**src/rtl/qbert_jump_ctrl.sv**
```systemverilog
//------------------------------------------------------------------------------
// Module : qbert_jump_ctrl
// Brief  : Q*bert hop sequencer; walks the sprite centre cube to cube, falls off edges.
// Rev    : 1.0
//------------------------------------------------------------------------------
`timescale 1ns/1ps
`default_nettype none

module qbert_jump_ctrl #(
  parameter int          N_ROWS   = 7,
  parameter logic [10:0] X_TOP    = 11'd100,
  parameter logic [9:0]  Y_TOP    = 10'd240,
  parameter logic [10:0] XSTEP    = 11'd60,
  parameter logic [9:0]  YHALF    = 10'd30,
  parameter int          X_MAX    = 799,
  parameter int          STEP_DIV = 20
) (
  input  logic        clk,
  input  logic        reset,
  input  logic        jump_req,
  input  logic [1:0]  jump_dir,
  input  logic        respawn,
  output logic        jump_ack,
  output logic        busy,
  output logic [10:0] qbert_x,
  output logic [9:0]  qbert_y,
  output logic [2:0]  cube_row,
  output logic [2:0]  cube_col,
  output logic        landed,
  output logic        fell
);

  generate
    if (X_MAX < 1 || X_MAX > 2047 || STEP_DIV < 1 || N_ROWS < 1 || N_ROWS > 8 ||
        XSTEP == 11'd0 || YHALF == 10'd0) begin : g_param_check
      $error("qbert_jump_ctrl: illegal parameter set");
    end
  endgenerate

  localparam int          CW           = (STEP_DIV > 1) ? $clog2(STEP_DIV) : 1;
  localparam logic [CW-1:0] c_cnt_last = CW'(STEP_DIV - 1);
  localparam logic [10:0] c_x_max      = 11'(X_MAX);
  localparam logic [10:0] c_shift_last = {1'b0, YHALF} - 11'd1;
  localparam logic [10:0] c_hop_last   = XSTEP - 11'd1;

  typedef enum logic [2:0] {
    S_IDLE  = 3'd0,
    S_SHIFT = 3'd1,
    S_HOP   = 3'd2,
    S_FALL  = 3'd3,
    S_DEAD  = 3'd4
  } state_t;

  state_t          r_state;
  logic [CW-1:0]   r_cnt;
  logic [10:0]     r_mv;
  logic            r_dy_pos;
  logic            r_dx_pos;
  logic            r_valid;
  logic [2:0]      r_trow;
  logic [2:0]      r_tcol;

  logic            w_tick;
  logic signed [3:0] w_row_s, w_col_s, w_trow, w_tcol;
  logic            w_tvalid;

  assign w_tick  = (r_state != S_IDLE) && (r_cnt == c_cnt_last);
  assign w_row_s = $signed({1'b0, cube_row});
  assign w_col_s = $signed({1'b0, cube_col});

  // Target cube in signed 4-bit space so off-pyramid moves show up as negative or oversize.
  always_comb begin
    w_trow = jump_dir[1] ? (w_row_s - 4'sd1) : (w_row_s + 4'sd1);
    case (jump_dir)
      2'd1:    w_tcol = w_col_s + 4'sd1;
      2'd2:    w_tcol = w_col_s - 4'sd1;
      default: w_tcol = w_col_s;
    endcase
    w_tvalid = (w_trow >= 4'sd0) && (int'(w_trow) < N_ROWS) &&
               (w_tcol >= 4'sd0) && (w_tcol <= w_trow);
  end

  always_ff @(posedge clk or negedge reset) begin
    if (!reset) begin
      r_state  <= S_IDLE;
      r_cnt    <= '0;
      r_mv     <= '0;
      r_dy_pos <= 1'b0;
      r_dx_pos <= 1'b0;
      r_valid  <= 1'b0;
      r_trow   <= '0;
      r_tcol   <= '0;
      jump_ack <= 1'b0;
      busy     <= 1'b0;
      qbert_x  <= X_TOP;
      qbert_y  <= Y_TOP;
      cube_row <= '0;
      cube_col <= '0;
      landed   <= 1'b0;
      fell     <= 1'b0;
    end else begin
      jump_ack <= 1'b0;
      landed   <= 1'b0;
      fell     <= 1'b0;

      if (r_state == S_IDLE || w_tick) r_cnt <= '0;
      else                             r_cnt <= r_cnt + CW'(1);

      case (r_state)
        S_IDLE: begin
          if (jump_req) begin
            r_trow   <= w_trow[2:0];
            r_tcol   <= w_tcol[2:0];
            r_valid  <= w_tvalid;
            r_dy_pos <= jump_dir[0];
            r_dx_pos <= ~jump_dir[1];
            r_mv     <= '0;
            jump_ack <= 1'b1;
            busy     <= 1'b1;
            r_state  <= S_SHIFT;
          end
        end
        S_SHIFT: begin
          if (w_tick) begin
            qbert_y <= r_dy_pos ? (qbert_y + 10'd1) : (qbert_y - 10'd1);
            if (r_mv == c_shift_last) begin
              r_mv    <= '0;
              r_state <= S_HOP;
            end else begin
              r_mv <= r_mv + 11'd1;
            end
          end
        end
        S_HOP: begin
          if (w_tick) begin
            qbert_x <= r_dx_pos ? (qbert_x + 11'd1) : (qbert_x - 11'd1);
            if (r_mv == c_hop_last) begin
              r_mv <= '0;
              if (r_valid) begin
                cube_row <= r_trow;
                cube_col <= r_tcol;
                landed   <= 1'b1;
                busy     <= 1'b0;
                r_state  <= S_IDLE;
              end else begin
                r_state  <= S_FALL;
              end
            end else begin
              r_mv <= r_mv + 11'd1;
            end
          end
        end
        S_FALL: begin
          // Saturate at the bottom of the screen; the arrival step raises fell.
          if (w_tick) begin
            if (qbert_x >= c_x_max - 11'd1) begin
              qbert_x <= c_x_max;
              fell    <= 1'b1;
              r_state <= S_DEAD;
            end else begin
              qbert_x <= qbert_x + 11'd1;
            end
          end
        end
        S_DEAD: begin
          if (respawn) begin
            cube_row <= '0;
            cube_col <= '0;
            qbert_x  <= X_TOP;
            qbert_y  <= Y_TOP;
            busy     <= 1'b0;
            r_state  <= S_IDLE;
          end
        end
        default: begin
          busy    <= 1'b0;
          r_state <= S_IDLE;
        end
      endcase
    end
  end

endmodule

`default_nettype wire

```
**config.mk**
```make
export PLATFORM = sky130hd
export DESIGN_NAME = qbert_jump_ctrl
export DESIGN_NICKNAME = d
export VERILOG_FILES = /design/src/rtl/qbert_jump_ctrl.sv
export SDC_FILE = /design/constraint.sdc
export NUM_CORES = 1
export LEC_CHECK = 0
export CAP_MARGIN = 20
export CORE_MARGIN = 1
export CORE_UTILIZATION = 50
export DETAILED_ROUTE_END_ITERATION = 12
export GPL_ROUTABILITY_DRIVEN = 0
export PLACE_DENSITY = 0.71
export SLEW_MARGIN = 5
export SYNTH_ARGS = -nofsm -noshare
export SYNTH_HDL_FRONTEND = slang
export SYNTH_SLANG_ARGS = --single-unit
```
**constraint.sdc**
```tcl
create_clock -name clk -period 2.4 [get_ports clk]
set_input_delay 0.6 -clock clk [delete_from_list [all_inputs] [get_ports clk]]
set_output_delay 0.6 -clock clk [all_outputs]
set_load 0.02 [all_outputs]
```
### Clock network drawn from the DEF, run 1

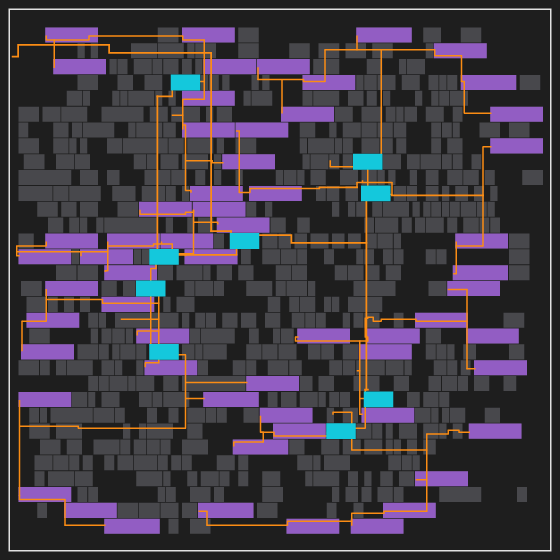
[clock-net drivers] cyan | count: 9
[flip-flops] purple | count: 59
[clock wires] orange | length: 899 um
routed clock nets: 10
flops lie: spread over the die
clock share of power: 23.6%
Clock group: 1.06 mW
Setup Skew: 13.6 ps
clk latency late pin: 340 ps

### Routing congestion, run 1

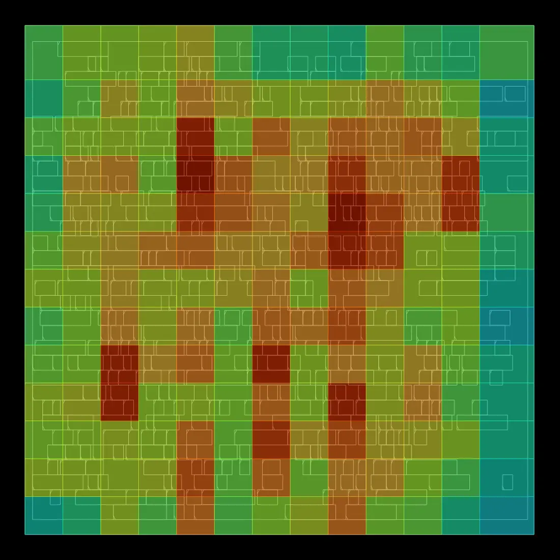
met2 GRT Util: 42.5%
fin util: 64.8%
drt wl/cell: 15.6 um

### The metal 1 layer, run 1

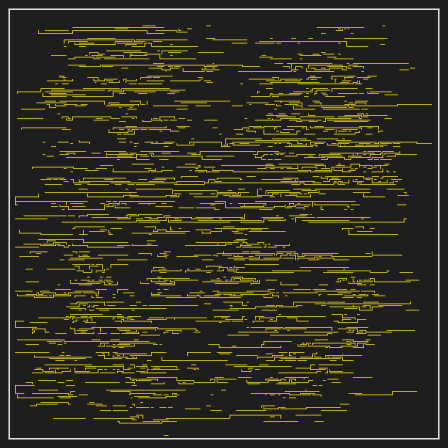
share of all routed wire: 47%
nets with wire on the layer: 526
main direction: horizontal
longest straight run: 22.5 um
wire length on this layer: 4710 um

run 1: Yosys cell counts (all sizes together) (6+ instances only):
cell / instances / area (um2)
dfrtp: 52 / 1300
o21ai: 51 / 255
nand2: 44 / 165
nor2: 37 / 139
a21oi: 27 / 135
ha: 24 / 300
nor3: 24 / 131
nand3: 21 / 105
clkbuf: 16 / 60.1
inv: 16 / 60.1
nand2b: 12 / 75.1
mux2i: 11 / 110
xnor2: 11 / 96.3
buf: 10 / 50.1
and3: 8 / 53.8
o31ai: 8 / 60.1
a31oi: 7 / 43.8
dfstp: 7 / 184
xor2: 7 / 61.3
a211oi: 6 / 45.0
run 1: through the flow:
step           setup slack, ps  setup TNS (ps)
2_1_floorplan            -70.6           -70.6
3_3_place_gp              -774           -1090
3_5_place_dp              -865           -1240
4_1_cts                   28.4               0
5_1_grt                  -34.2           -45.0
6_report                  77.1               0
run 1: report_power, final:
| part | leakage (nW) | switching [mW] | total [mW] | internal, mW |
|---|---|---|---|---|
| registers | 0.720 | 0.272 | 1.54 | 1.27 |
| logic | 1.32 | 1.03 | 1.91 | 0.873 |
| clock network | 0.113 | 0.421 | 1.06 | 0.641 |
run 1: registers in the layout (all words and copies together) (netlist names):
register  count
cube_row      3
r_tcol        3
r_dx_pos      1
r_dy_pos      1
fell          1
busy          1
r_trow        3
qbert_x      11
jump_ack      1
r_valid       1
cube_col      3
r_mv         11
qbert_y      10
landed        1
r_state       3
r_cnt         5
run 1: cell usage in the layout (no fill, tap or decap), types with 11 or more instances in the layout:
master / instances
nand2_1: 44
nor2_1: 37
mux2i_1: 11
nand2b_1: 12
o21ai_0: 50
clkbuf_8: 11
dfrtp_1: 52
clkdlybuf4s50_1: 33
nand3_1: 21
inv_1: 15
ha_1: 21
nor3_1: 23
buf_4: 37
a21oi_1: 26
run 1: metal layers:
layer	vias up	GRT usage [%]	wire length (um)
met1	1824	33.4	4710
met4	0	8.46	91
li1	1873	-	-
met5	-	0	0
met3	7	2.87	397
met2	106	42.5	4860
run 1: area by class of cell:
| type | count | area [um2] | area share, % |
|---|---|---|---|
| Clock buffer | 12 | 155 | 3.05 |
| Clock inverter | 4 | 72.6 | 1.43 |
| Inverter | 16 | 72.6 | 1.43 |
| Multi-Input combinational cell | 380 | 2510 | 49.4 |
| Sequential cell | 59 | 1490 | 29.2 |
| Tap cell | 102 | 128 | 2.51 |
| Timing Repair Buffer | 74 | 658 | 12.9 |
run 1: kinds of logic (layout without fill, tap and decap cells):
family,after synthesis,after routing,share of synthesized area [%]
adder cells (fa/ha/maj),26,26,8.28
AND/OR/NAND/NOR,182,182,22.9
multiplexers,15,15,3.77
XOR/XNOR,18,18,3.83
AND-OR/OR-AND,139,139,21.0
flip-flops,59,59,36.1
buffers and inverters,42,106,4.14
run 1: timing repair:
item	in CTS	in global routing
gates resized	10	4
pin swaps	5	3
buffers inserted	0	0
endpoints found under the setup margin	1	4
hold endpoints to repair	0	0
run 1: worst min-delay path by stage:
stage / to / slack, ps / cells after the start
CTS: r_mv[6] / 200 / 1
global route: r_mv[6] / 220 / 1
detailed placement: r_cnt[0] / 470 / 1
floorplan: busy / 300 / 0
finish: r_mv[6] / 190 / 1
global placement: r_cnt[0] / 460 / 1
==> results_slide.txt, run 1 <==
Key Metrics from the Run

Run status
  • Status: finished clean

Synth
  • Yosys Chip Area: 0.00411 mm2
  • Mapped cell area: 0.00411 mm2
  • Number of enable flip-flop cells: 0
  • Post-synth regs: 59
  • Async S/R FF share, synth: 100%
  • Post-synth seq share: 36.1%
  • Syn nets: 513
  • Commonest flop: dfrtp_1
  • Post-Syn Instances: 481
  • Synth unique cells: 63
  • Yosys warnings: 0
  • Mean Syn Cell Area: 8.55 um2
  • Yosys Instances: 481

Worst setup path
  • Cell family with most CP delay: adder cells
  • CP dominant cell by count: ha_4
  • Max incr delay on CP: 290 ps
  • R2r worst-path depth: 8
  • Worst R2R End: qbert_y[8]
  • Critical path, cell by cell: buf_4 -> inv_12 -> ha_4 -> xor2_1 -> ha_2 -> mux2_4 -> ha_4 -> nor2b_1 -> o21ai_1 -> a32oi_1 -> a21oi_1 -> nand2_1 -> o31ai_2
  • Crit path to: r_valid
  • CP max stage cell: ha_2
  • Crit path DAT: 2570 ps
  • Worst r2r src: r_dy_pos
  • Flop2flop setup slack: 150 ps
  • CP startpoint: jump_dir[0]
  • Setup CP Type: in2reg
  • Buf/Inv on CP: 2
  • CP endpoint kind: flop
  • Startpoint Class: primary input
  • CP Depth: 13
  • CP Max Fanout: 2
  • Critical Path RT: 2640 ps

Layout
  • N_diodes: 0
  • Layout cells sized above 1: 15.4%
  • Final net count: 572
  • Finished Layout Cells: 647
  • Area Overhead vs Synth: 23.7%
  • Finished Cell Area: 0.00509 mm2
  • Number of fill cells: 683

Global route
  • Number of global-route vias before repair: 3725
  • Global-route wire length before repair: 17300 um
  • Total GRT Usage: 25.1%
  • Remaining Overflow, GRT: 0
  • Largest net degree at the start of global routing: 43
  • Antenna violations before repair: 0

CTS
  • CTS tree: built
  • Clock Sinks: 59
  • Root Buffer: clkbuf_8
  • CTS clock-pin slew for the worst setup and hold paths: 80 ps
  • Maximum buffer depth of the clock tree: 2
  • Hold_buf cts: 0
  • H-tree depth: 3
  • Total CTS buffers: 9

Detailed routing
  • Vias post-DR: 3810
  • ANT nets after route: 0
  • DRT Pass-1 Iters: 5
  • Iter 0 DRT Violations: 163
  • Via/cell ratio: 5.89
  • Drt total wl: 10100 um
  • DR DRC count: 0

Min path
  • Hold WC Path Type: in2async

Final timing
  • Max-slew violation count: 0
  • Final Cycle Share: 96.8%
  • Final min period: 2320 ps
  • Setup-failing EPs final: 0
  • Fmax: 430 MHz
  • Slew margin rel.: 62.4%
  • Worst slew pin tran: 560 ps
  • WHS: 195 ps
  • Final hold vios: 0
  • RSZ-0062 raised after global routing: true

Power and ir drop
  • Peak supply drop: 726 uV
  • Pwr Density: 887 mW/mm2
  • Power, Total: 4.51 mW
  • Leakage: 2.16 nW

Die
  • Num rows: 32
  • Pre-Place Util: 52.4%
  • Number of top-level pins: 37
  • Die extent in x: 92.7 um
  • Die H: 92.7 um
  • Chip area: 0.00859 mm2
  • Core region area: 0.00785 mm2

Placed design
  • Placed Cells: 631
  • Final HPWL DP: 7320 um
  • Port Buf Inserts: 36
  • Placed inst area: 0.00484 mm2

Job
  • Tool warnings: 33
  • MaxCap Viol Count: 0
==> run 2, diff against run 1 <==
--- a/config.mk
+++ b/config.mk
@@ -5,12 +5,13 @@
 export SDC_FILE = /design/constraint.sdc
 export NUM_CORES = 1
 export LEC_CHECK = 0
-export CAP_MARGIN = 20
+export CAP_MARGIN = 10
 export CORE_MARGIN = 1
 export CORE_UTILIZATION = 50
 export DETAILED_ROUTE_END_ITERATION = 12
 export GPL_ROUTABILITY_DRIVEN = 0
 export PLACE_DENSITY = 0.71
+export REMOVE_ABC_BUFFERS = 1
 export SLEW_MARGIN = 5
 export SYNTH_ARGS = -nofsm -noshare
 export SYNTH_HDL_FRONTEND = slang
### The metal 1 layer, run 2

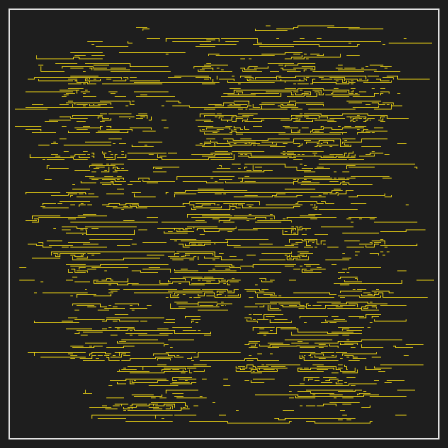
main direction: horizontal
share of all routed wire: 46%
vias post-DR: 3885
drt total wl: 10400 um
GRT met1 Usage: 34.2%

### Clock network drawn from the DEF, run 2

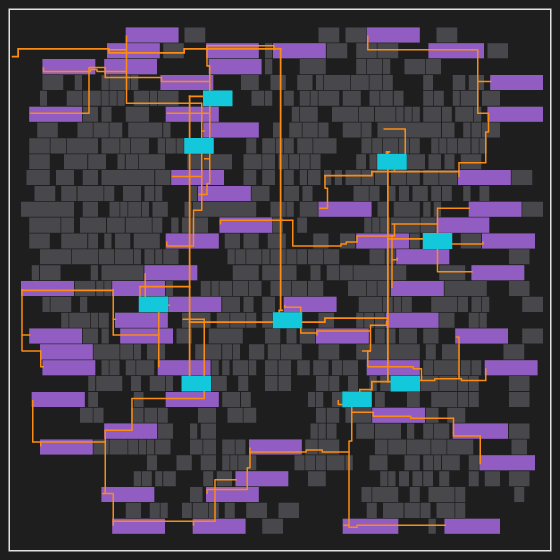
[clock wires] orange | length: 979 um
[flip-flops] purple | count: 59
[clock-net drivers] cyan | count: 9
routed clock nets: 10
clk latency late pin: 350 ps
clock share of power: 25.7%
Clock group: 1.21 mW
Setup Skew: 9.68 ps

==> run 2 against run 1 <==
  * Core utilization grew 0.40 points
  * Clock skew fell by 4.0 ps
  * Cell area rose by 0.62%
  * Total power rose by 4.7%
  * First-iteration DRC count up 40%
  * Global-route usage is 0.78 points higher
  * Combinational power hardly changed
  * Critical endpoint unchanged
  * Largest cell class unchanged
==> results_slide.txt, run 2 <==
Key Metrics from the Run

Placed design
  • DP Worst Slack: -771 ps
  • Placed Cells: 631
  • Final HPWL DP: 7280 um
  • Placed inst area: 0.00477 mm2

Synth
  • Post-synth regs: 59
  • Mean Syn Cell Area: 8.55 um2
  • Synth top cells by count: dfrtp_1, o21ai_0, nand2_1
  • Mapped cell area: 0.00411 mm2
  • Dominant kind of combinational cell: simple AND/OR/NAND/NOR gates
  • Synth Area in Adders: 8.28%
  • Post-Syn Instances: 481
  • Largest type area fraction: 31.6%
  • Count leader, synth: dfrtp_1
  • Simple-Gate Area Share: 22.9%
  • Yosys Instances: 481
  • Post-Synth AOI/OAI Area: 21.0%
  • Post-synth seq share: 36.1%
  • Top cell type by total area after synthesis: dfrtp_1
  • Synth unique cells: 63
  • Number of enable flip-flop cells: 0
  • Area contributors post-synth: dfrtp_1, ha_1, o21ai_0, dfstp_2, nand2_1
  • Mux share: 3.77%
  • Commonest flop: dfrtp_1
  • Async S/R FF share, synth: 100%
  • Yosys warnings: 0
  • Yosys Chip Area: 0.00411 mm2

Die
  • Die extent in x: 92.7 um
  • Num rows: 32
  • Die H: 92.7 um
  • Pre-Place Util: 52.4%
  • Core region area: 0.00785 mm2
  • Chip area: 0.00859 mm2
  • Number of top-level pins: 37

Final timing
  • Final hold vios: 0
  • Max-slew violation count: 0
  • Worst slew pin tran: 588 ps
  • Fmax: 436 MHz
  • Final worst slack: 109 ps
  • RSZ-0062 raised after global routing: true
  • Setup TNS: 0 ps
  • Final min period: 2290 ps
  • Final Cycle Share: 95.5%
  • Setup-failing EPs final: 0
  • Slew margin rel.: 60.5%

Detailed routing
  • DRT Pass-1 Iters: 5
  • DR DRC count: 0
  • ANT nets after route: 0
  • Iter 0 DRT Violations: 228
  • Drt wl/cell: 16.0 um
  • Via/cell ratio: 6.00

Layout
  • Finished Layout Cells: 647
  • Layout cells sized above 1: 16.1%
  • Number of fill cells: 656
  • Final net count: 572
  • Most instantiated logic cells after routing: dfrtp_1, o21ai_0, nand2_1
  • Area Overhead vs Synth: 24.5%
  • Largest regs: qbert_x: 11 flops, r_mv: 11 flops, qbert_y: 10 flops
  • Finished Cell Area: 0.00512 mm2
  • Most numerous logic cell after layout: dfrtp_1

CTS
  • Maximum buffer depth of the clock tree: 2
  • Hold_buf cts: 0
  • Clock Sinks: 59
  • Root Buffer: clkbuf_8
  • Post-CTS Setup Bufs: 0
  • Total CTS buffers: 9
  • CTS clock-pin slew for the worst setup and hold paths: 70 ps
  • CTS tree: built
  • H-tree depth: 3

Power and ir drop
  • Pwr Density: 922 mW/mm2
  • Peak supply drop: 367 uV
  • Leakage: 2.18 nW

Job
  • MaxCap Viol Count: 0
  • Tool warnings: 31

Worst setup path
  • CP Max Fanout: 2
  • Critical path, cell by cell: buf_8 -> inv_4 -> ha_4 -> xor2_1 -> ha_2 -> mux2_4 -> ha_4 -> nor2b_1 -> o21ai_1 -> a32oi_1 -> a21oi_1 -> nand2_1 -> o31ai_2
  • Max incr delay on CP: 300 ps
  • Cell family with most CP delay: adder cells
  • Crit path DAT: 2550 ps
  • CP dominant cell by count: ha_4
  • Buf/Inv on CP: 2
  • Critical Path RT: 2660 ps
  • CP max stage cell: ha_2
  • Setup CP Type: in2reg
  • Startpoint Class: primary input
  • CP endpoint kind: flop

Global route
  • Remaining Overflow, GRT: 0
  • Antenna violations before repair: 0
  • Global-route wire length before repair: 17600 um
  • Largest net degree at the start of global routing: 38
  • Total GRT Usage: 25.9%
  • Number of global-route vias before repair: 3735

Run status
  • Status: finished clean

Min path
  • Hold WC Path Type: in2async
==> run 2: cells by family (layout without fill, tap and decap cells) <==
family          Yosys count  after routing
simple gates            182            182
compound gates          139            139
xor+xnor                 18             18
fa+ha+maj                26             26
flops                    59             59
buf+inv                  42            106
mux                      15             15
==> run 2: final timing paths <==
| path | start | endpoint | slack, ps | cells after the start |
|---|---|---|---|---|
| worst min-delay path | reset | r_mv[9] | 230 | 2 |
| worst max-delay path | jump_dir[0] | r_valid | 110 | 13 |
| max in group asynchronous | reset | qbert_x[2] | 1730 | 2 |
| min in group clk | r_trow[2] | r_trow[2] | 490 | 2 |
| worst max register to register | r_dy_pos | qbert_y[9] | 140 | 8 |
| worst min register to register | r_trow[2] | r_trow[2] | 490 | 2 |
==> run 2: metrics by stage <==
stage / power, mW / utilization, % / hold slack (ps)
final: 4.72 / 65.2 / 234
after global routing: 5.03 / 65.2 / 258
after CTS: 4.64 / 64.4 / 246
after detailed placement: 3.42 / 60.8 / 473
after global placement: 3.34 / 60.8 / 459
after floorplan: 2.81 / - / 304
==> run 2: final cells by class <==
cell class	count	area [um2]	share of cell area, %
multi-input combinational	380	2530	49.5
timing repair buffer	74	647	12.6
sequential	59	1490	29.0
clock buffer	12	165	3.23
inverter	16	66.3	1.30
clock inverter	4	95.1	1.86
tap	102	128	2.49
==> run 2: timing repair <==
item / CTS / global route
setup endpoints to repair: 1 / 20
pin swaps: 9 / 9
gates resized: 14 / 14
==> run 2: power by group <==
group / switching [mW] / internal [mW] / total (mW)
Clock: 0.439 / 0.774 / 1.21
Combinational: 1.05 / 0.885 / 1.94
Sequential: 0.304 / 1.27 / 1.57
Total: 1.79 / 2.93 / 4.72
==> run 2: layer usage <==
| layer | routed length, um | GRT usage (%) | share of wire, % |
|---|---|---|---|
| met1 | 4740 | 34.2 | 46 |
| met2 | 4920 | 42.1 | 48 |
| met3 | 486 | 4.27 | 4.7 |
| met4 | 214 | 10.8 | 2.1 |
| met5 | 0 | 0 | 0 |
Power and IR drop assume default switching activity.
